**src/rtl/load_store_unit.sv**
```systemverilog
`default_nettype none
// ============================================================================
//  Module      : load_store_unit
//  Description : Load/store front end for a 256 x 16-bit data memory.
//                Accepts one request at a time (valid/ready), forms the
//                effective word address base[7:0] + offset (mod 256), and
//                drives registered address / write-enable / write-data into
//                the memory. Byte stores are done as read-modify-write.
//                Load results return on a valid/ready response channel.
//                Also sequences the one-cycle memory dump strobe.
//  Revision    : 1.0 - initial release
// ----------------------------------------------------------------------------
//  Ports
//    clk, rst_n        clock (rising edge), asynchronous active-low reset
//    req_valid/ready   request handshake
//    req_we            1 = store, 0 = load
//    req_byte, req_hi  byte access, byte select (1 = [15:8])
//    req_sext          byte loads: sign-extend when set
//    req_base          base register (only [ADDR_W-1:0] used)
//    req_offset        two's-complement word offset
//    req_wdata         store data (byte stores use [7:0])
//    req_tag           destination tag echoed with the load response
//    resp_valid/ready  response handshake; resp_data / resp_tag payload
//    mem_addr          memory word address (registered)
//    mem_wr_en         memory write enable (registered, one cycle per store)
//    mem_wr_data       memory write data (registered)
//    mem_rd_data       combinational read data of mem_addr
//    dump_req          memory dump request (level or pulse)
//    print_en          dump strobe to memory (registered, one cycle)
//    busy              access in progress or dump pending
// ============================================================================
module load_store_unit #(
    parameter int ADDR_W = 8,
    parameter int DATA_W = 16,
    parameter int TAG_W  = 3
) (
    input  logic              clk,
    input  logic              rst_n,
    // request channel
    input  logic              req_valid,
    output logic              req_ready,
    input  logic              req_we,
    input  logic              req_byte,
    input  logic              req_hi,
    input  logic              req_sext,
    input  logic [DATA_W-1:0] req_base,
    input  logic [ADDR_W-1:0] req_offset,
    input  logic [DATA_W-1:0] req_wdata,
    input  logic [TAG_W-1:0]  req_tag,
    // response channel
    output logic              resp_valid,
    input  logic              resp_ready,
    output logic [DATA_W-1:0] resp_data,
    output logic [TAG_W-1:0]  resp_tag,
    // memory port
    output logic [ADDR_W-1:0] mem_addr,
    output logic              mem_wr_en,
    output logic [DATA_W-1:0] mem_wr_data,
    input  logic [DATA_W-1:0] mem_rd_data,
    // dump control
    input  logic              dump_req,
    output logic              print_en,
    output logic              busy
);

    localparam int BYTE_W = 8;

    typedef enum logic [1:0] {
        S_IDLE = 2'd0,
        S_ACC  = 2'd1,
        S_WR   = 2'd2,
        S_DUMP = 2'd3
    } state_t;

    state_t              r_state;
    logic                r_we;
    logic                r_byte;
    logic                r_hi;
    logic                r_sext;
    logic [TAG_W-1:0]    r_tag;
    logic [BYTE_W-1:0]   r_wbyte;
    logic                r_dump_pend;
    // Low during reset and for the first cycle after it, so that every
    // output (req_ready included) reads 0 while reset is asserted.
    logic                r_alive;

    logic [ADDR_W-1:0]   w_ea;
    logic                w_accept;
    logic [BYTE_W-1:0]   w_sel_byte;
    logic [DATA_W-1:0]   w_load_val;
    logic [DATA_W-1:0]   w_merge;
    logic                w_unused;

    // Effective address wraps silently inside the 256-word space.
    assign w_ea      = req_base[ADDR_W-1:0] + req_offset;
    assign w_unused  = ^req_base[DATA_W-1:ADDR_W];

    // Only one load may be outstanding: hold off requests while a response
    // is waiting to be taken.
    assign req_ready = r_alive && (r_state == S_IDLE) && !resp_valid;
    assign w_accept  = req_valid && req_ready;
    assign busy      = (r_state != S_IDLE) || r_dump_pend;

    // Load formatting and byte-store merge both work on the word the memory
    // is presenting during the ACC cycle.
    always_comb begin
        w_sel_byte = r_hi ? mem_rd_data[2*BYTE_W-1:BYTE_W] : mem_rd_data[BYTE_W-1:0];

        if (!r_byte) begin
            w_load_val = mem_rd_data;
        end else if (r_sext) begin
            w_load_val = {{(DATA_W-BYTE_W){w_sel_byte[BYTE_W-1]}}, w_sel_byte};
        end else begin
            w_load_val = {{(DATA_W-BYTE_W){1'b0}}, w_sel_byte};
        end

        if (r_hi) begin
            w_merge = {r_wbyte, mem_rd_data[BYTE_W-1:0]};
        end else begin
            w_merge = {mem_rd_data[2*BYTE_W-1:BYTE_W], r_wbyte};
        end
    end

    always_ff @(posedge clk or negedge rst_n) begin
        if (!rst_n) begin
            r_state     <= S_IDLE;
            r_we        <= 1'b0;
            r_byte      <= 1'b0;
            r_hi        <= 1'b0;
            r_sext      <= 1'b0;
            r_tag       <= '0;
            r_wbyte     <= '0;
            r_dump_pend <= 1'b0;
            r_alive     <= 1'b0;
            resp_valid  <= 1'b0;
            resp_data   <= '0;
            resp_tag    <= '0;
            mem_addr    <= '0;
            mem_wr_en   <= 1'b0;
            mem_wr_data <= '0;
            print_en    <= 1'b0;
        end else begin
            r_alive <= 1'b1;

            // Any number of dump requests collapse into one pending dump; a
            // new request arriving during the DUMP cycle itself re-arms it.
            if (dump_req) begin
                r_dump_pend <= 1'b1;
            end else if (r_state == S_DUMP) begin
                r_dump_pend <= 1'b0;
            end

            if (resp_valid && resp_ready) begin
                resp_valid <= 1'b0;
            end

            case (r_state)
                S_IDLE: begin
                    // A new request takes priority over a pending dump.
                    if (w_accept) begin
                        r_we     <= req_we;
                        r_byte   <= req_byte;
                        r_hi     <= req_hi;
                        r_sext   <= req_sext;
                        r_tag    <= req_tag;
                        r_wbyte  <= req_wdata[BYTE_W-1:0];
                        mem_addr <= w_ea;
                        // Word stores write in the ACC cycle itself, so the
                        // enable and data are loaded together with the address.
                        if (req_we && !req_byte) begin
                            mem_wr_en   <= 1'b1;
                            mem_wr_data <= req_wdata;
                        end
                        r_state <= S_ACC;
                    end else if (r_dump_pend) begin
                        print_en <= 1'b1;
                        r_state  <= S_DUMP;
                    end
                end

                S_ACC: begin
                    mem_wr_en <= 1'b0;
                    if (!r_we) begin
                        resp_valid <= 1'b1;
                        resp_data  <= w_load_val;
                        resp_tag   <= r_tag;
                        r_state    <= S_IDLE;
                    end else if (r_byte) begin
                        // Read half of the RMW: the merged word becomes the
                        // write data for the following WR cycle.
                        mem_wr_en   <= 1'b1;
                        mem_wr_data <= w_merge;
                        r_state     <= S_WR;
                    end else begin
                        r_state <= S_IDLE;
                    end
                end

                S_WR: begin
                    mem_wr_en <= 1'b0;
                    r_state   <= S_IDLE;
                end

                S_DUMP: begin
                    print_en <= 1'b0;
                    r_state  <= S_IDLE;
                end

                default: begin
                    mem_wr_en <= 1'b0;
                    print_en  <= 1'b0;
                    r_state   <= S_IDLE;
                end
            endcase
        end
    end

endmodule
`default_nettype wire
```
**config.mk**
```make
export PLATFORM = sky130hd
export DESIGN_NAME = load_store_unit
export DESIGN_NICKNAME = d
export VERILOG_FILES = /design/src/rtl/load_store_unit.sv
export SDC_FILE = /design/constraint.sdc
export NUM_CORES = 1
export LEC_CHECK = 0
export CAP_MARGIN = 10
export CORE_ASPECT_RATIO = 1.75
export CORE_MARGIN = 10
export CORE_UTILIZATION = 30
export DETAILED_ROUTE_END_ITERATION = 6
export PLACE_DENSITY_LB_ADDON = 0.12
export SLEW_MARGIN = 20
export SYNTH_ARGS = -nofsm -noshare
export SYNTH_HDL_FRONTEND = slang
export SYNTH_SLANG_ARGS = --single-unit
export TNS_END_PERCENT = 30
```
**constraint.sdc**
```tcl
create_clock -name clk -period 1.7 [get_ports clk]
set_clock_uncertainty 0.15 [all_clocks]
set_input_delay 0.34 -clock clk [delete_from_list [all_inputs] [get_ports clk]]
set_output_delay 0.34 -clock clk [all_outputs]
set_load 0.03 [all_outputs]
```
==> run_1/detail.png <==
Window x 24 to 74, y 86 to 136 um. Cells in grey, sequential cells in the stronger grey; small squares are vias.
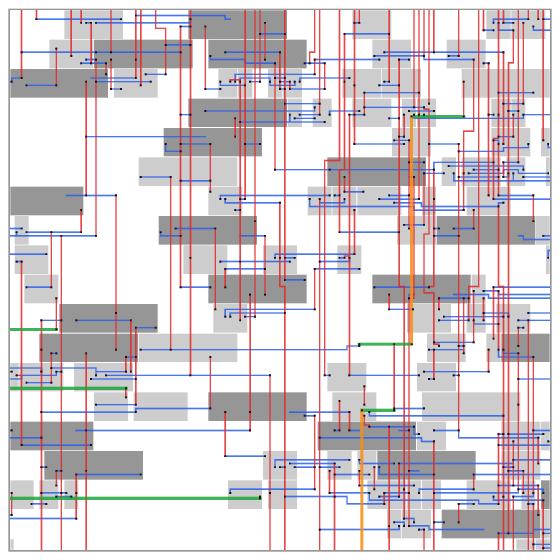
- blue: metal 1
- orange: metal 4
- green: metal 3
- red: metal 2
- most frequent: dfrtp_1 (20), mux2i_1 (12), nand2_1 (11)
- cells with their middle in the window: 97
- netlist names of flops here include: resp_data (8), r_wbyte (4), mem_addr (3)
- sequential cells in the window: 20

==> run_1/sizes.png <==
(2 px per um)
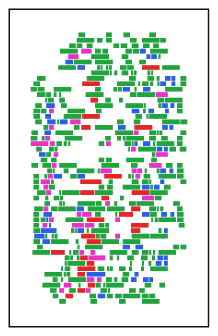
- magenta: _3 and _4 cells (cells 43; share 9.6%)
- blue: _2 cells (cells 60; share 13%)
- red: _6 and larger (cells 26; share 5.8%)
- green: _0 and _1 cells (cells 320; share 71%)

==> results.json, run 1 <==
{
  "static-leakage-power_nw": 2.41,
  "violations": "setup timing",
  "numSynthFlops": 65,
  "fin_setup_tns_ns": -2.17,
  "startpoint_to_endpoint_class_of_the_critical_path": "register to output port",
  "yosys-mux-area-fraction_pct": 13.9,
  "router_iterations_before_antenna_repair": 4,
  "share_seq_of_total_power_pct": 29.2,
  "cts_made_buffers": 9,
  "post_cts.repair.setup_buffers": 4,
  "clock.latency.late_pin_ns": 0.33,
  "number_of_enable_type_register_cells_in_the_synthesized_netlist": 0,
  "nNetsFinal": 520,
  "place.detailed.instances": 553,
  "std_cell_rows": 50,
  "die_width_um": 98.8,
  "cpPeakStageDelay_ns": 0.42,
  "post_synth_fa_ha_maj_area_fraction_pct": 3.30,
  "cts.reportedPaths.clkPinSlew_ns": 0.05,
  "chip_area_mm2": 0.0156,
  "gpl.final_weighted_congestion": 0.752,
  "critPathLaunch": "r_state[0]",
  "clock.fmax_mhz": 529,
  "run_status": "finished with violations",
  "min_period_over_period_pct": 111,
  "met2_length_um": 5540,
  "number_of_filler_cells_placed_in_the_layout": 1026,
  "cp_common_cell": "sky130_fd_sc_hd__buf_6",
  "drive_above_1_share_pct": 28.7,
  "yosys-stat-cells": 302,
  "hold_buffers": 1,
  "htree_levels": 3,
  "power_density_mw_per_mm2": 1850,
  "final_setup_fails": 39,
  "ir_worst_vdd_mv": 0.773,
  "min_period_ns": 1.89,
  "hold_ws_ns": 0.215,
  "remaining_drc_errors": 0,
  "start_of_the_worst_register_to_register_path": "resp_valid",
  "clkPwrFrac_pct": 19.7,
  "antenna_cells_inserted": 0,
  "highest-signal-layer": "met4",
  "yosys_most_used_dff": "sky130_fd_sc_hd__dfrtp_1",
  "dp_slack_ns": -0.703,
  "synth.top_cells.by_area": "sky130_fd_sc_hd__dfrtp_1 (50%), sky130_fd_sc_hd__mux2i_1 (7.7%), sky130_fd_sc_hd__mux2_2 (6.2%), sky130_fd_sc_hd__nand2_1 (5.2%), sky130_fd_sc_hd__o21ai_0 (3.8%)",
  "port-buffer-count": 107,
  "dp_hpwl_um": 7270,
  "yosys.cell_count.top_type": "sky130_fd_sc_hd__dfrtp_1",
  "mappedNetlistNets": 378,
  "clockBufferDepth": 2,
  "synth.comb.largest_family": "AND-OR/OR-AND gates",
  "lay_top_count": "sky130_fd_sc_hd__dfrtp_1",
  "detail_route.vias_per_cell": 4.78,
  "synth_area_mm2": 0.00326,
  "finalPower_mw": 9.66,
  "die_height_um": 158,
  "timing.critical_path.fanout_max": 2,
  "log.warning_count": 37,
  "final_critical_path_setup_slack_ns": -0.191,
  "dr_total_vias": 2769,
  "synthArstFlopShare_pct": 100,
  "layout.cells.most_common_list": "sky130_fd_sc_hd__dfrtp_1 (64), sky130_fd_sc_hd__clkdlybuf4s50_1 (52), sky130_fd_sc_hd__dlygate4sd2_1 (48)",
  "instance_count_of_the_mapped_netlist": 302,
  "cts_tree": "yes",
  "post_synth_most_frequent_cells": "sky130_fd_sc_hd__dfrtp_1 (65), sky130_fd_sc_hd__nand2_1 (45), sky130_fd_sc_hd__mux2i_1 (25), sky130_fd_sc_hd__o21ai_0 (25), sky130_fd_sc_hd__mux2_2 (18)",
  "worstSetupStartpointType": "register",
  "dr.first_iter.drc_count": 54,
  "worst_hold_path_type": "primary input to async pin",
  "core_region_area_mm2": 0.0107,
  "post_synth_xor_area_fraction_pct": 1.34
}
==> run_1/power_grid.png <==
(3 px per um) Pins as bars on the die edge.
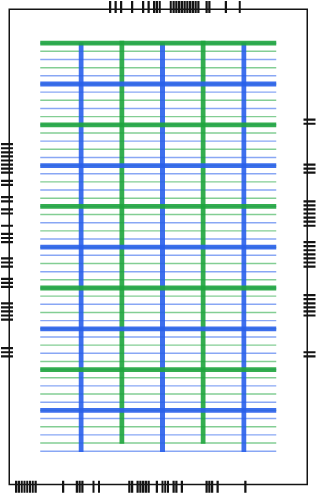
- blue: VSS
- green: VDD
- signal pins: 116
- met1 rails: 51

==> run_1/metal_density.png <==
(2 px per um) The die is cut into 20 by 32 equal tiles; dark purple is low, yellow is high, scaled to the fullest tile. Values are wire area over tile area, all layers added.
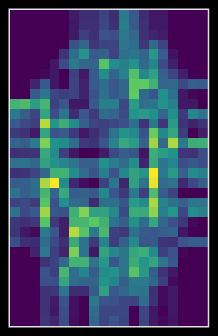
- fullest tile: 0.40
- mean over tiles: 0.11
- emptiest ninth of the die: north-west
- nearly empty tiles: 21%
- tiles over half the peak: 15%

-- run 1: per-layer routing --
layer  GRT usage, %  up-vias
li1               -     1350
met1           12.4     1339
met2           21.2       70
met3           5.24       10
met4           5.41        0
met5              0        -
-- run 1: critical path: cells and delay by family, from the launching register on --
kind          cells  cell delay, ns
flops             1            0.42
simple gates      1            0.37
buf+inv           2            0.28
-- run 1: flip-flops by register name, indices dropped and copies added, names as in the netlist, 2 cells and up --
| register | flops |
|---|---|
| mem_wr_data | 16 |
| resp_data | 16 |
| mem_addr | 8 |
| r_wbyte | 8 |
| r_tag | 3 |
| resp_tag | 3 |
| r_state | 2 |
-- run 1: worst paths after layout --
check / cells past startpoint / end
setup / recovery: 3 / busy
hold / removal: 2 / print_en
setup reg to reg: 6 / mem_wr_data[3]
hold reg to reg: 2 / mem_wr_data[3]
max in group asynchronous: 3 / resp_valid
min in group clk: 2 / mem_wr_data[3]
-- run 1: power by group through the flow --
stage | Combinational [mW] | Sequential (mW) | Clock (mW)
floorplan | 2.01 | 3.80 | 0
global placement | 4.91 | 2.81 | 0
detailed placement | 4.95 | 2.82 | 0
CTS | 4.81 | 2.80 | 1.98
global route | 5.37 | 2.93 | 2.04
finish | 4.94 | 2.82 | 1.91
-- run 1: area by class of cell --
cell class / count / area, um2 / area share [%]
Multi-Input combinational cell: 217 / 1720 / 32.9
Timing Repair Buffer: 144 / 1380 / 26.3
Tap cell: 130 / 163 / 3.12
Inverter: 7 / 26.3 / 0.503
Clock inverter: 2 / 35.0 / 0.671
Sequential cell: 65 / 1630 / 31.2
Clock buffer: 14 / 274 / 5.25
-- run 1: stage by stage --
step	area [um2]	utilization, %
after detailed placement	4650	43.5
after global routing	5220	48.8
after floorplan	3270	-
final	5220	48.8
after CTS	5050	47.2
after global placement	4650	43.5
==> run_1/placement.png <==
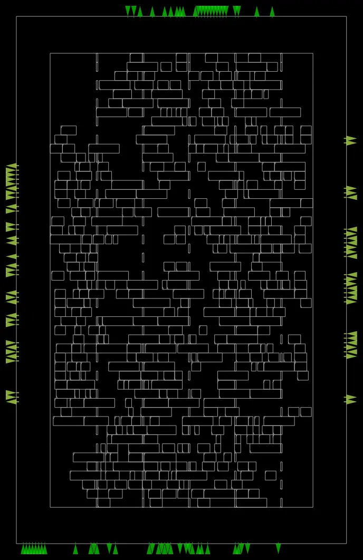

--- run 2 (diff from run 1) ---
CORE_MARGIN = unset   (was 10)
==> run_2/placement.png <==
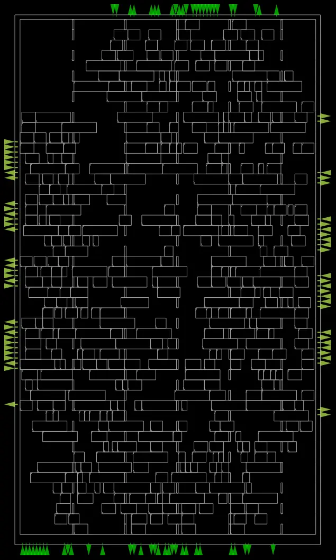
placeable core region: 0.0106 mm2
post-route non-filler standard cell count: 584
sequential share of cell area: 31.0%

==> results.json, run 2 <==
{
  "run_status": "finished with violations",
  "violations": "setup timing",
  "final_setup_fails": 36,
  "critPathLaunch": "r_state[0]",
  "cp_num_buf_inv": 2,
  "static-leakage-power_nw": 2.43,
  "die_height_um": 140,
  "final-comb-area_mm2": 0.00175,
  "synth.comb.largest_family": "AND-OR/OR-AND gates",
  "clock.fmax_mhz": 528,
  "yosys-stat-cells": 302,
  "lay_top_count": "sky130_fd_sc_hd__dfrtp_1",
  "yosys-mux-area-fraction_pct": 13.9,
  "chip_area_mm2": 0.0113,
  "yosys.cell_count.top_type": "sky130_fd_sc_hd__dfrtp_1",
  "register_to_register_path_depth": 6,
  "htree_levels": 3,
  "router_iterations_before_antenna_repair": 4,
  "post_synth_fa_ha_maj_area_fraction_pct": 3.30,
  "std_cell_rows": 50,
  "min_period_over_period_pct": 111,
  "hold_ws_ns": 0.204,
  "worstSetupStartpointType": "register",
  "post_synth_xor_area_fraction_pct": 1.34,
  "startpoint_to_endpoint_class_of_the_critical_path": "register to output port",
  "numSynthFlops": 65,
  "final_critical_path_setup_slack_ns": -0.195,
  "post_synth_most_frequent_cells": "sky130_fd_sc_hd__dfrtp_1 (65), sky130_fd_sc_hd__nand2_1 (45), sky130_fd_sc_hd__mux2i_1 (25), sky130_fd_sc_hd__o21ai_0 (25), sky130_fd_sc_hd__mux2_2 (18)",
  "number_of_enable_type_register_cells_in_the_synthesized_netlist": 0,
  "nNetsFinal": 527,
  "instance_count_of_the_mapped_netlist": 302,
  "worst_hold_path_type": "primary input to register",
  "utilization_pct": 49.5,
  "finalInstanceArea_mm2": 0.00526,
  "seqCellArea_mm2": 0.00163,
  "number_of_filler_cells_placed_in_the_layout": 1042,
  "log.warning_count": 37,
  "remaining_drc_errors": 0,
  "largest_registers": "mem_wr_data x16, resp_data x16",
  "hold_buffers": 1,
  "yosys_most_used_dff": "sky130_fd_sc_hd__dfrtp_1",
  "global_route.usage.met3_pct": 4.50,
  "cts.reportedPaths.clkPinSlew_ns": 0.05,
  "dr_total_vias": 2808,
  "antenna_cells_inserted": 0,
  "place_area_mm2": 0.00469,
  "dp_hpwl_um": 6270,
  "detail_route.vias_per_cell": 4.81,
  "synthArstFlopShare_pct": 100,
  "worstReg2RegEnd": "mem_wr_data[4]",
  "timing.critical_path.fanout_max": 3,
  "min_period_ns": 1.90,
  "power_density_mw_per_mm2": 1780,
  "global_route.peak_usage_layer": "met2",
  "fin_setup_tns_ns": -4.02,
  "cpPeakStageDelay_ns": 0.43,
  "clock.latency.late_pin_ns": 0.32,
  "dr.first_iter.drc_count": 91,
  "critical-path-top-delay-family": "flip-flops",
  "start_of_the_worst_register_to_register_path": "r_state[0]"
}
## run 2: cell count changes in the layout (fill, tap and decap cells not counted), sizes merged
cell	delta
buf	+9
bufinv	-1
clkdlybuf4s15	+1
clkdlybuf4s50	-4
clkinv	-1
dlygate4sd2	+1
## run 2: final cells by class
class | count | share of cell area (%)
flip-flops and latches | 65 | 31.0
inverters | 7 | 0.499
well taps | 130 | 3.09
clock buffers | 14 | 5.21
multi-input cells | 217 | 33.3
repair buffers | 151 | 26.9
## run 2: worst min-delay path, delay by kind of cell
kind       cells  cell delay (ns)
mux            1             0.13
fa+ha+maj      1             0.11
buf+inv        1             0.07
## run 2: worst min-delay path by stage
stage	endpoint	slack [ns]	cells past startpoint
5_1_grt	mem_addr[0]	0.21	3
3_5_place_dp	r_dump_pend	0.09	1
2_1_floorplan	mem_addr[0]	-0.11	0
3_3_place_gp	r_dump_pend	0.09	1
4_1_cts	mem_addr[0]	0.20	3
6_report	mem_addr[0]	0.20	3
## run 2: kinds of logic (layout without fill, tap and decap cells)
group / Yosys count / after routing
multiplexers: 43 / 43
buffers and inverters: 24 / 172
AND/OR/NAND/NOR: 75 / 75
AND-OR/OR-AND: 81 / 85
adder cells (fa/ha/maj): 8 / 8
XOR/XNOR: 5 / 5
other: 1 / 1
flip-flops: 65 / 65
## run 2: per-stage QoR
| step | instances | total power, mW | worst slack, ns |
|---|---|---|---|
| global placement | 557 | 7.73 | -0.653 |
| finish | 584 | 9.39 | -0.195 |
| global route | 584 | 10.0 | -0.248 |
| floorplan | 302 | 5.80 | -0.364 |
| CTS | 581 | 9.42 | -0.209 |
| detailed placement | 557 | 7.79 | -0.693 |
## run 2: power breakdown
part	leakage, nW	internal [mW]	switching, mW
sequential	0.764	2.32	0.498
combinational	1.53	2.13	2.74
clock	0.135	1.09	0.610
==> run_2/detail.png <==
Window x 15 to 65, y 73 to 123 um. Cells in grey, sequential cells in the stronger grey; small squares are vias.
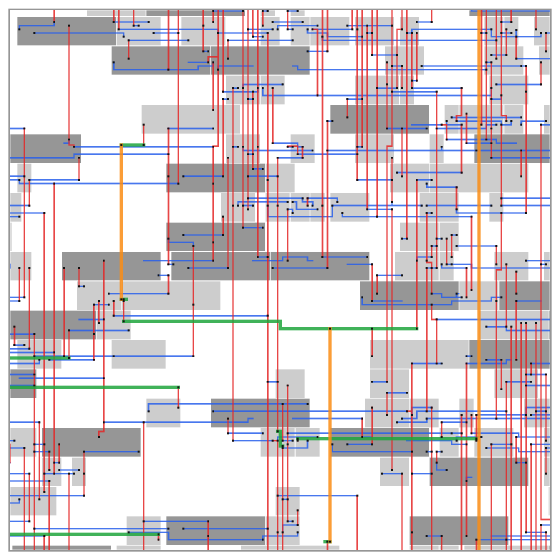

--- run 3 (diff from run 2) ---
SETUP_SLACK_MARGIN = 0.05   (was unset)
==> run_3/detail.png <==
Window x 15 to 65, y 73 to 123 um. Cells in grey, sequential cells in the stronger grey; small squares are vias.
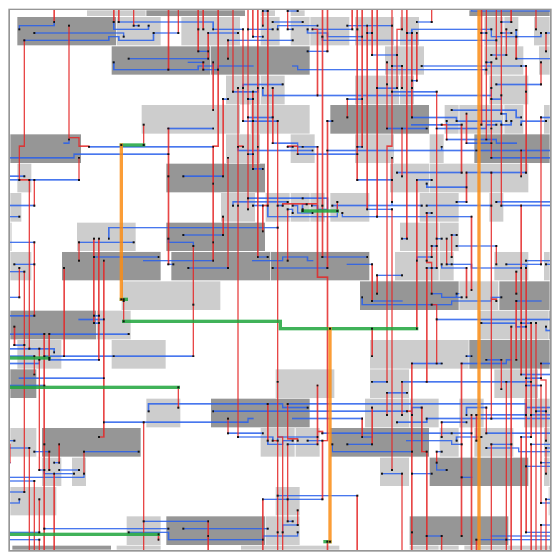
- green: metal 3
- red: metal 2
- orange: metal 4
- blue: metal 1
- most frequent: dfrtp_1 (21), mux2i_1 (11), nand2_1 (8)
- cells with their middle in the window: 92
- netlist names of flops here include: resp_data (9), r_wbyte (4), mem_addr (2)
- sequential cells in the window: 21

==> results.json, run 3 <==
{
  "port-buffer-count": 107,
  "dr_total_vias": 2818,
  "clock.latency.late_pin_ns": 0.32,
  "ir_worst_vdd_mv": 0.803,
  "detail_route.vias_per_cell": 4.80,
  "clkPwrFrac_pct": 18.0,
  "comb_power_share_pct": 52.2,
  "place.detailed.instances": 557,
  "largest_net_degree_at_the_start_of_global_routing": 35,
  "register_to_register_path_depth": 6,
  "internal_power_mw": 5.59,
  "mappedNetlistNets": 378,
  "worstReg2RegEnd": "mem_wr_data[4]",
  "drive_above_1_share_pct": 30.4,
  "remaining_drc_errors": 0,
  "router_iterations_before_antenna_repair": 4,
  "min_delay_path_depth": 3,
  "dp_hpwl_um": 6270,
  "die_height_um": 140,
  "lay_top_count": "sky130_fd_sc_hd__dfrtp_1",
  "yosys_most_used_dff": "sky130_fd_sc_hd__dfrtp_1",
  "post_synth_fa_ha_maj_area_fraction_pct": 3.30,
  "p_clk_mw": 1.70,
  "gpl.final_weighted_congestion": 0.737,
  "share_seq_of_total_power_pct": 29.8,
  "startpoint_to_endpoint_class_of_the_critical_path": "register to output port",
  "synth_area_mm2": 0.00326,
  "post_synth_xor_area_fraction_pct": 1.34,
  "worstSetupStartpointType": "register",
  "met2_length_um": 4970,
  "yosys-stat-cells": 302,
  "min_to": "mem_addr[0]",
  "hold_buffers": 1,
  "static-leakage-power_nw": 2.46,
  "number_of_filler_cells_placed_in_the_layout": 1034,
  "worst_hold_path_type": "primary input to register",
  "numSynthFlops": 65,
  "finalPower_mw": 9.47,
  "largest_registers": "mem_wr_data x16, resp_data x16",
  "die_width_um": 80.8,
  "yosys.cell_count.top_type": "sky130_fd_sc_hd__dfrtp_1",
  "dr.first_iter.drc_count": 81,
  "final_setup_fails": 36,
  "min_period_ns": 1.90,
  "post_cts.repair.setup_buffers": 9,
  "number_of_enable_type_register_cells_in_the_synthesized_netlist": 0,
  "place_area_mm2": 0.00469,
  "timing.critical_path.fanout_max": 3,
  "chip_area_mm2": 0.0113,
  "highest-signal-layer": "met4",
  "instance_count_of_the_mapped_netlist": 302,
  "cts_tree": "yes",
  "post_synth_most_frequent_cells": "sky130_fd_sc_hd__dfrtp_1 (65), sky130_fd_sc_hd__nand2_1 (45), sky130_fd_sc_hd__mux2i_1 (25), sky130_fd_sc_hd__o21ai_0 (25), sky130_fd_sc_hd__mux2_2 (18)",
  "synth.yosys.chip_area_mm2": 0.00326,
  "start_of_the_worst_register_to_register_path": "r_state[0]",
  "log.warning_count": 37,
  "final_critical_path_setup_slack_ns": -0.195,
  "clockBufferDepth": 2,
  "run_status": "finished with violations",
  "power.share.switching_pct": 40.9,
  "synth.top_cells.by_area": "sky130_fd_sc_hd__dfrtp_1 (50%), sky130_fd_sc_hd__mux2i_1 (7.7%), sky130_fd_sc_hd__mux2_2 (6.2%), sky130_fd_sc_hd__nand2_1 (5.2%), sky130_fd_sc_hd__o21ai_0 (3.8%)",
  "violations": "setup timing",
  "power_switching_mw": 3.87,
  "finalInstanceArea_mm2": 0.00531,
  "core_region_area_mm2": 0.0106,
  "avgSynthCellArea_um2": 10.8,
  "cts_made_buffers": 9,
  "power_combinational_mw": 4.94,
  "synthArstFlopShare_pct": 100,
  "synth.comb.largest_family": "AND-OR/OR-AND gates",
  "final-instance-count-excl-fill": 587,
  "std_cell_rows": 50,
  "cts.reportedPaths.clkPinSlew_ns": 0.05,
  "nNetsFinal": 530,
  "antenna_cells_inserted": 0
}
[run 3: critical path, cell delays in order (launching register included)]
cell and delay [ns]:
sky130_fd_sc_hd__dfrtp_2 0.43, sky130_fd_sc_hd__nor4b_4 0.37, sky130_fd_sc_hd__buf_4 0.17, sky130_fd_sc_hd__buf_6 0.12
[run 3: worst max-delay path by stage]
stage / startpoint / endpoint / depth (start not counted)
6_report: r_state[0] / req_ready / 3
5_1_grt: r_state[0] / req_ready / 3
4_1_cts: resp_valid / req_ready / 3
3_5_place_dp: req_base[1] / mem_addr[7] / 8
3_3_place_gp: req_base[1] / mem_addr[7] / 8
2_1_floorplan: r_state[0] / mem_wr_data[6] / 7
[run 3: layer usage]
metal	track usage [%]	up-vias
li1	-	1373
met1	19.2	1350
met2	31.1	81
met3	4.43	14
met4	7.71	0
met5	0	-
[run 3: metrics by stage]
| step | hold WS [ns] | utilization, % | setup TNS, ns |
|---|---|---|---|
| after floorplan | -0.106 | - | -10.58 |
| after global placement | 0.0903 | 44.1 | -8.14 |
| after detailed placement | 0.0911 | 44.1 | -9.56 |
| after CTS | 0.196 | 49.0 | -3.06 |
| after global routing | 0.209 | 49.9 | -6.60 |
| final | 0.209 | 49.9 | -4.05 |
[run 3: cell families after synthesis]
logic type      Yosys count
xor+xnor                  5
compound gates           81
buf+inv                  24
mux                      43
flops                    65
other cells               1
fa+ha+maj                 8
simple gates             75
[run 3: layout make-up]
| cell class | count | area [um2] | share of cell area [%] |
|---|---|---|---|
| multi-input cells | 217 | 1760 | 33.1 |
| clock buffers | 14 | 274 | 5.16 |
| flip-flops and latches | 65 | 1630 | 30.7 |
| well taps | 130 | 163 | 3.06 |
| repair buffers | 154 | 1460 | 27.5 |
| inverters | 7 | 26.3 | 0.495 |
Power is estimated from default activity; no workload was simulated.
